### Routed metal, one color a layer

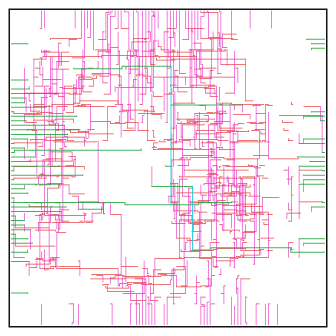
### Clock network drawn from the DEF

Bar = 20 um.
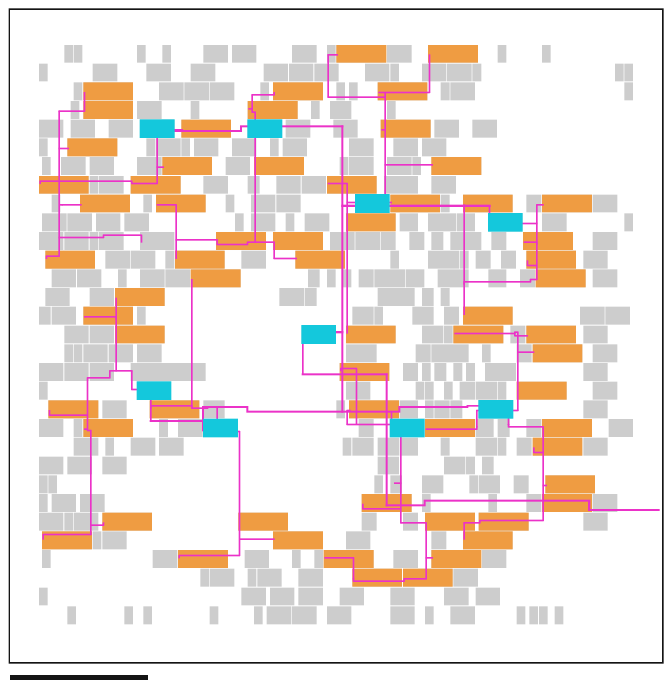
### I/O pins on the die edge

Pins as bars across the die edge, other pins in gray.
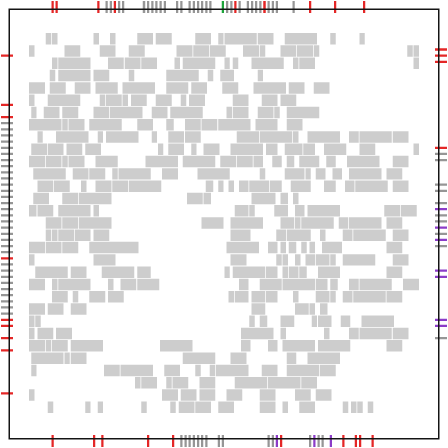
### Placed cells, one color a class

Fill, decap, tap and diode cells in gray.
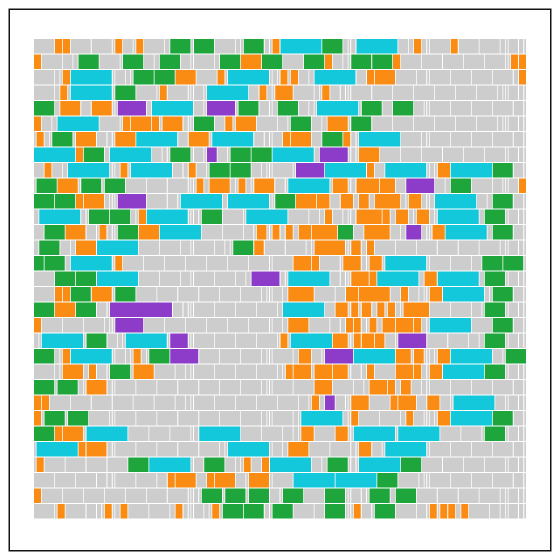
### Cell placement

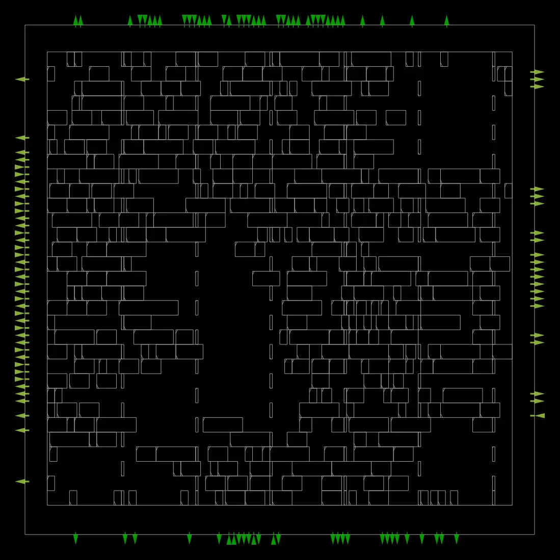
$ cat config.mk
export PLATFORM = sky130hd
export DESIGN_NAME = stream_loader
export DESIGN_NICKNAME = d
export VERILOG_FILES = /design/src/rtl/loader_pkg.sv /design/src/rtl/loader_addr_gen.sv /design/src/rtl/stream_loader.sv
export SDC_FILE = /design/constraint.sdc
export NUM_CORES = 1
export LEC_CHECK = 0
export CAP_MARGIN = 20
export CORE_MARGIN = 4
export CORE_UTILIZATION = 35
export DETAILED_ROUTE_END_ITERATION = 16
export PLACE_DENSITY = 0.68
export SYNTH_ARGS = -nofsm -noshare
export SYNTH_HDL_FRONTEND = slang
export SYNTH_SLANG_ARGS = --single-unit
$ cat constraint.sdc
create_clock -name clk -period 4.6 [get_ports clk]
set_clock_uncertainty 0.05 [all_clocks]
set_input_delay 1.15 -clock clk [delete_from_list [all_inputs] [get_ports clk]]
set_output_delay 1.15 -clock clk [all_outputs]
set_load 0.1 [all_outputs]
$ cat src/rtl/loader_pkg.sv
// Shared types and sizes for the host input stream loader.
package loader_pkg;

  typedef enum logic [1:0] {
    IDLE,
    IFMAP,
    WEIGHT,
    BIAS
  } loader_state_t;

  localparam int DEF_IFMAP_WORDS  = 16;
  localparam int DEF_WEIGHT_WORDS = 1024;
  localparam int DEF_BIAS_WORDS   = 64;

  localparam int IFMAP_AW  = 5;
  localparam int WEIGHT_AW = 10;
  localparam int BIAS_AW   = 6;

  // Counter must index every segment and still feed the widest address.
  function automatic int cnt_width(int a, int b, int c);
    int m;
    int w;
    m = (a > b) ? a : b;
    m = (m > c) ? m : c;
    w = $clog2(m);
    return (w < WEIGHT_AW) ? WEIGHT_AW : w;
  endfunction

endpackage

$ cat src/rtl/loader_addr_gen.sv
// Word counter for the loader with end-of-segment detect.
module loader_addr_gen #(
  parameter int CNT_W = 10
) (
  input  logic             clk,
  input  logic             rst,
  input  logic             clr,
  input  logic             adv,
  input  logic [CNT_W-1:0] seg_end,
  output logic [CNT_W-1:0] cnt,
  output logic             seg_last
);

  assign seg_last = (cnt == seg_end);

  always_ff @(posedge clk) begin
    if (rst || clr) begin
      cnt <= '0;
    end else if (adv) begin
      cnt <= seg_last ? '0 : cnt + CNT_W'(1);
    end
  end

endmodule

$ cat src/rtl/stream_loader.sv
// Routes the ifmap/weight/bias input stream to the SRAM write ports.
// Optional checksum: define STREAM_LOADER_CHECKSUM_EN.
module stream_loader
  import loader_pkg::*;
#(
  parameter int DATA_W       = 32,
  parameter int IFMAP_WORDS  = DEF_IFMAP_WORDS,
  parameter int WEIGHT_WORDS = DEF_WEIGHT_WORDS,
  parameter int BIAS_WORDS   = DEF_BIAS_WORDS
) (
  input  logic                 clk,
  input  logic                 rst,
  input  logic                 mode,
  input  logic                 ready,
  input  logic [DATA_W-1:0]    data_in,
  output logic                 busy,
  output logic                 ifmap_we,
  output logic [IFMAP_AW-1:0]  ifmap_addr,
  output logic                 weight_we,
  output logic [WEIGHT_AW-1:0] weight_addr,
  output logic                 bias_we,
  output logic [BIAS_AW-1:0]   bias_addr,
  output logic [DATA_W-1:0]    wdata,
  output logic                 load_done,
  output logic                 pass,
  output logic [DATA_W-1:0]    checksum
);

  localparam int CNT_W =
    cnt_width(IFMAP_WORDS, WEIGHT_WORDS, BIAS_WORDS);

  loader_state_t    state;
  loader_state_t    state_n;
  logic             start;
  logic             adv;
  logic             seg_last;
  logic             mode_q;
  logic             done_pend;
  logic [CNT_W-1:0] cnt;
  logic [CNT_W-1:0] seg_end;

  loader_addr_gen #(
    .CNT_W(CNT_W)
  ) u_addr (
    .clk     (clk),
    .rst     (rst),
    .clr     (start),
    .adv     (adv),
    .seg_end (seg_end),
    .cnt     (cnt),
    .seg_last(seg_last)
  );

  always_comb begin
    state_n = state;
    start   = 1'b0;
    adv     = 1'b0;
    seg_end = '0;
    unique case (state)
      IDLE: begin
        if (ready) begin
          state_n = IFMAP;
          start   = 1'b1;
        end
      end
      IFMAP: begin
        adv     = 1'b1;
        seg_end = CNT_W'(IFMAP_WORDS - 1);
        if (seg_last) state_n = WEIGHT;
      end
      WEIGHT: begin
        adv     = 1'b1;
        seg_end = CNT_W'(WEIGHT_WORDS - 1);
        if (seg_last) state_n = BIAS;
      end
      BIAS: begin
        adv     = 1'b1;
        seg_end = CNT_W'(BIAS_WORDS - 1);
        if (seg_last) state_n = IDLE;
      end
      default: state_n = IDLE;
    endcase
  end

  always_ff @(posedge clk) begin
    if (rst) state <= IDLE;
    else     state <= state_n;
  end

  always_ff @(posedge clk) begin
    if (rst) begin
      ifmap_we    <= 1'b0;
      weight_we   <= 1'b0;
      bias_we     <= 1'b0;
      ifmap_addr  <= '0;
      weight_addr <= '0;
      bias_addr   <= '0;
      wdata       <= '0;
      busy        <= 1'b0;
      done_pend   <= 1'b0;
      load_done   <= 1'b0;
      pass        <= 1'b0;
      mode_q      <= 1'b0;
    end else begin
      ifmap_we    <= adv && (state == IFMAP);
      weight_we   <= adv && (state == WEIGHT);
      bias_we     <= adv && (state == BIAS);
      ifmap_addr  <= {mode_q & pass, cnt[IFMAP_AW-2:0]};
      weight_addr <= cnt[WEIGHT_AW-1:0];
      bias_addr   <= cnt[BIAS_AW-1:0];
      if (adv) wdata <= data_in;
      busy      <= start | adv;
      done_pend <= adv && (state == BIAS) && seg_last;
      load_done <= done_pend;
      // Toggle with load_done so a back-to-back start sees the new bank.
      if (done_pend) pass <= ~pass;
      if (start) mode_q <= mode;
    end
  end

`ifdef STREAM_LOADER_CHECKSUM_EN
  logic [DATA_W-1:0] sum;

  always_ff @(posedge clk) begin
    if (rst) begin
      sum      <= '0;
      checksum <= '0;
    end else begin
      if (start)    sum <= '0;
      else if (adv) sum <= sum + data_in;
      if (done_pend) checksum <= sum;
    end
  end
`else
  assign checksum = '0;
`endif

endmodule

==> results.txt <==
run metrics: CTS resizes=0, Log Warnings=30, Post-layout nets=395, clk buf depth=2, Logic Gate Count=182, GRT overflow=0, yosys cell count=269, Inserted Clock Buffers=9, RSZ-0062 raised after global routing=no, Detail Placement HPWL=3.96 mm, vias in the first global route=1860, area grow syn2layout=39.2%, worst hold path class=register to register, Crit Reg-Reg Startpoint=state[1], n_taps=99, Crit. Startpoint=ifmap_addr[1], CP peak stage delay=1.15 ns, Starting Density=36.1%, Startpoint Class=register, biggest regs=wdata x32, u_addr.cnt x10, weight_addr x6, Synth area leader=dfxtp_1, CP top delay family=buffers and inverters, Metal-1 WL=1.99 mm, clock buffer count in the final layout=11, GR Util met1=12.6%, CTS sink cnt=63, Syn Area/Cell=9.80 um^2, antenna cells=0, hold-fix buffers at CTS=0, Max Used Layer=met4, Static Leak=1.56 nW, flip-flops with a built-in enable=0, DRC errors left=0, initial antenna violation count=0, Initial DRC Count=51, Buffers & Inverters on Critical Path=1, cell count after placement=441, Placer Congestion=0.669, Worst VDD drop=0.000364 V, CP Data Required Time=3.40 ns, DIE AREA=8980 um^2, GR Util All Layers=12.4%, Final Cycle Share=66.0%, number of setup buffers added after CTS=0, signal buffers share of area=25.7%, Registers, synthesis=63, status=finished, final reports clean, Pins Over Slew Limit=0, hold_sp=mode_q, combinational share of cell area=30.7%, CP Capture Type=output pin, nonclk inv count=2, Die W=94.8 um, DR vias=1890, critical path class=register to output pin, pwr/cell area=723 nW/um^2, DR WL met3=603 um, top area contributor share=47.9%, DP Area=3460 um^2, Largest register FFs=32, met2 wire length=2.74 mm, Finished Layout Cells=457, Non-Clock Buffer Count=95, vias per cell=4.14, final wirelength=5.39 mm, Hold Violations, Final=0, Die Ht=94.8 um, Sequential Area=1260 um^2, leading cell type by number of instances after synthesis=dfxtp_1, first-pass GRT wire length=8.46 mm, clock-pin slew on the worst setup and hold paths=0.07 ns, Flops=63, combinational gate area=1120 um^2, clock root buffer master=clkbuf_8, synthesis area per yosys=2640 um^2, slowest CP cell=clkdlybuf4s50_1, pin count of the biggest net entering global routing=56, synth unique cells=30, core area=7290 um^2, CP Max Fanout=3, met2 Use GR=20.9%, Largest cell class=registers, post-DR wirelength/cell=11.8 um, CTS tree=yes, H-tree depth=3, port bufs=94, Final Instance Area=3670 um^2, M3 GR Usage=7.65%, layer with the highest usage=met2, CP Cell Sequence=clkdlybuf4s50_1, Final Critical Period=3.04 ns, Critical Path AT=1.84 ns, synth warn=0, Synth Instances=269
Back to the opening pictures, 'Routed metal, one color a layer':
Red is metal 1, wire length 1990 um. Green is metal 3, wire length 604 um. Magenta is metal 2, wire length 2740 um. Cyan is metal 4, wire length 60.5 um.

Back to the opening pictures, 'Clock network drawn from the DEF':
Cyan is clock drivers, count 9. Orange is flip-flops, count 63. Magenta is clock wires, length 796 um.
Position of the flops: widely spread.

Back to the opening pictures, 'I/O pins on the die edge':
Purple is `weight_addr`, pins 10, direction output, edge 7 right, 3 bottom. Red is `checksum`, pins 32, direction output, edge 10 bottom, 9 left, 9 top, 4 right. Green is `ready`, pins 1, direction input, edge top.
All pins by edge: 40 left, 39 top, 27 bottom, 21 right.

Back to the opening pictures, 'Placed cells, one color a class':
Green is remaining buffers and delay cells, cells 95, share of their area 27%. Orange is combinational and other logic, cells 184, share of their area 32%. Purple is clock drivers and dummy loads, cells 16, share of their area 5.9%. Cyan is sequential cells, cells 63, share of their area 36%.

Back to the opening pictures, 'Cell placement':
row cnt: 31
FILL cells: 716
final core utilization: 50.3%

==> layout by cell type (no fill, tap or decap), types with 2 or more instances in the layout <==
| master | n |
|---|---|
| a21oi_1 | 3 |
| clkbuf_8 | 11 |
| clkdlybuf4s50_1 | 93 |
| clkinv_2 | 2 |
| conb_1 | 32 |
| dfxtp_1 | 63 |
| ha_1 | 5 |
| inv_1 | 2 |
| mux2i_1 | 34 |
| nand2_1 | 8 |
| nand2b_1 | 3 |
| nand3_1 | 4 |
| nor2_1 | 51 |
| nor2b_1 | 16 |
| nor4_1 | 2 |
| or3_1 | 2 |
| xnor2_1 | 5 |
| xor2_1 | 5 |
==> metrics by stage <==
step / total power [mW] / setup slack, ns
after global placement: 2.17 / 1.91
after CTS: 2.69 / 1.52
after global routing: 2.78 / 1.48
after floorplan: 1.92 / 2.03
final: 2.65 / 1.56
after detailed placement: 2.19 / 1.89
==> cells by family (layout without fill, tap and decap cells) <==
kind of cell	count (synthesis)	after routing	synth area share (%)
flops	63	63	47.9
compound gates	8	8	2.66
xor+xnor	10	10	3.32
simple gates	92	92	16.3
other cells	1	32	0.142
mux	34	34	12.9
buf+inv	55	113	14.0
fa+ha+maj	6	6	2.85
==> final timing paths <==
| check | slack (ns) | end | cells after the start |
|---|---|---|---|
| setup / recovery | 1.56 | ifmap_addr[1] | 1 |
| hold / removal | 0.39 | ifmap_addr[4] | 2 |
| setup reg to reg | 2.48 | u_addr.cnt[9] | 8 |
| hold reg to reg | 0.39 | ifmap_addr[4] | 2 |
==> power breakdown <==
part           total (mW)  internal, mW  switching (mW)
logic                1.45         0.354            1.09
clock network       0.487         0.279           0.209
registers           0.715         0.655          0.0602
No activity file was given, so power comes from the tool's default toggle rates.
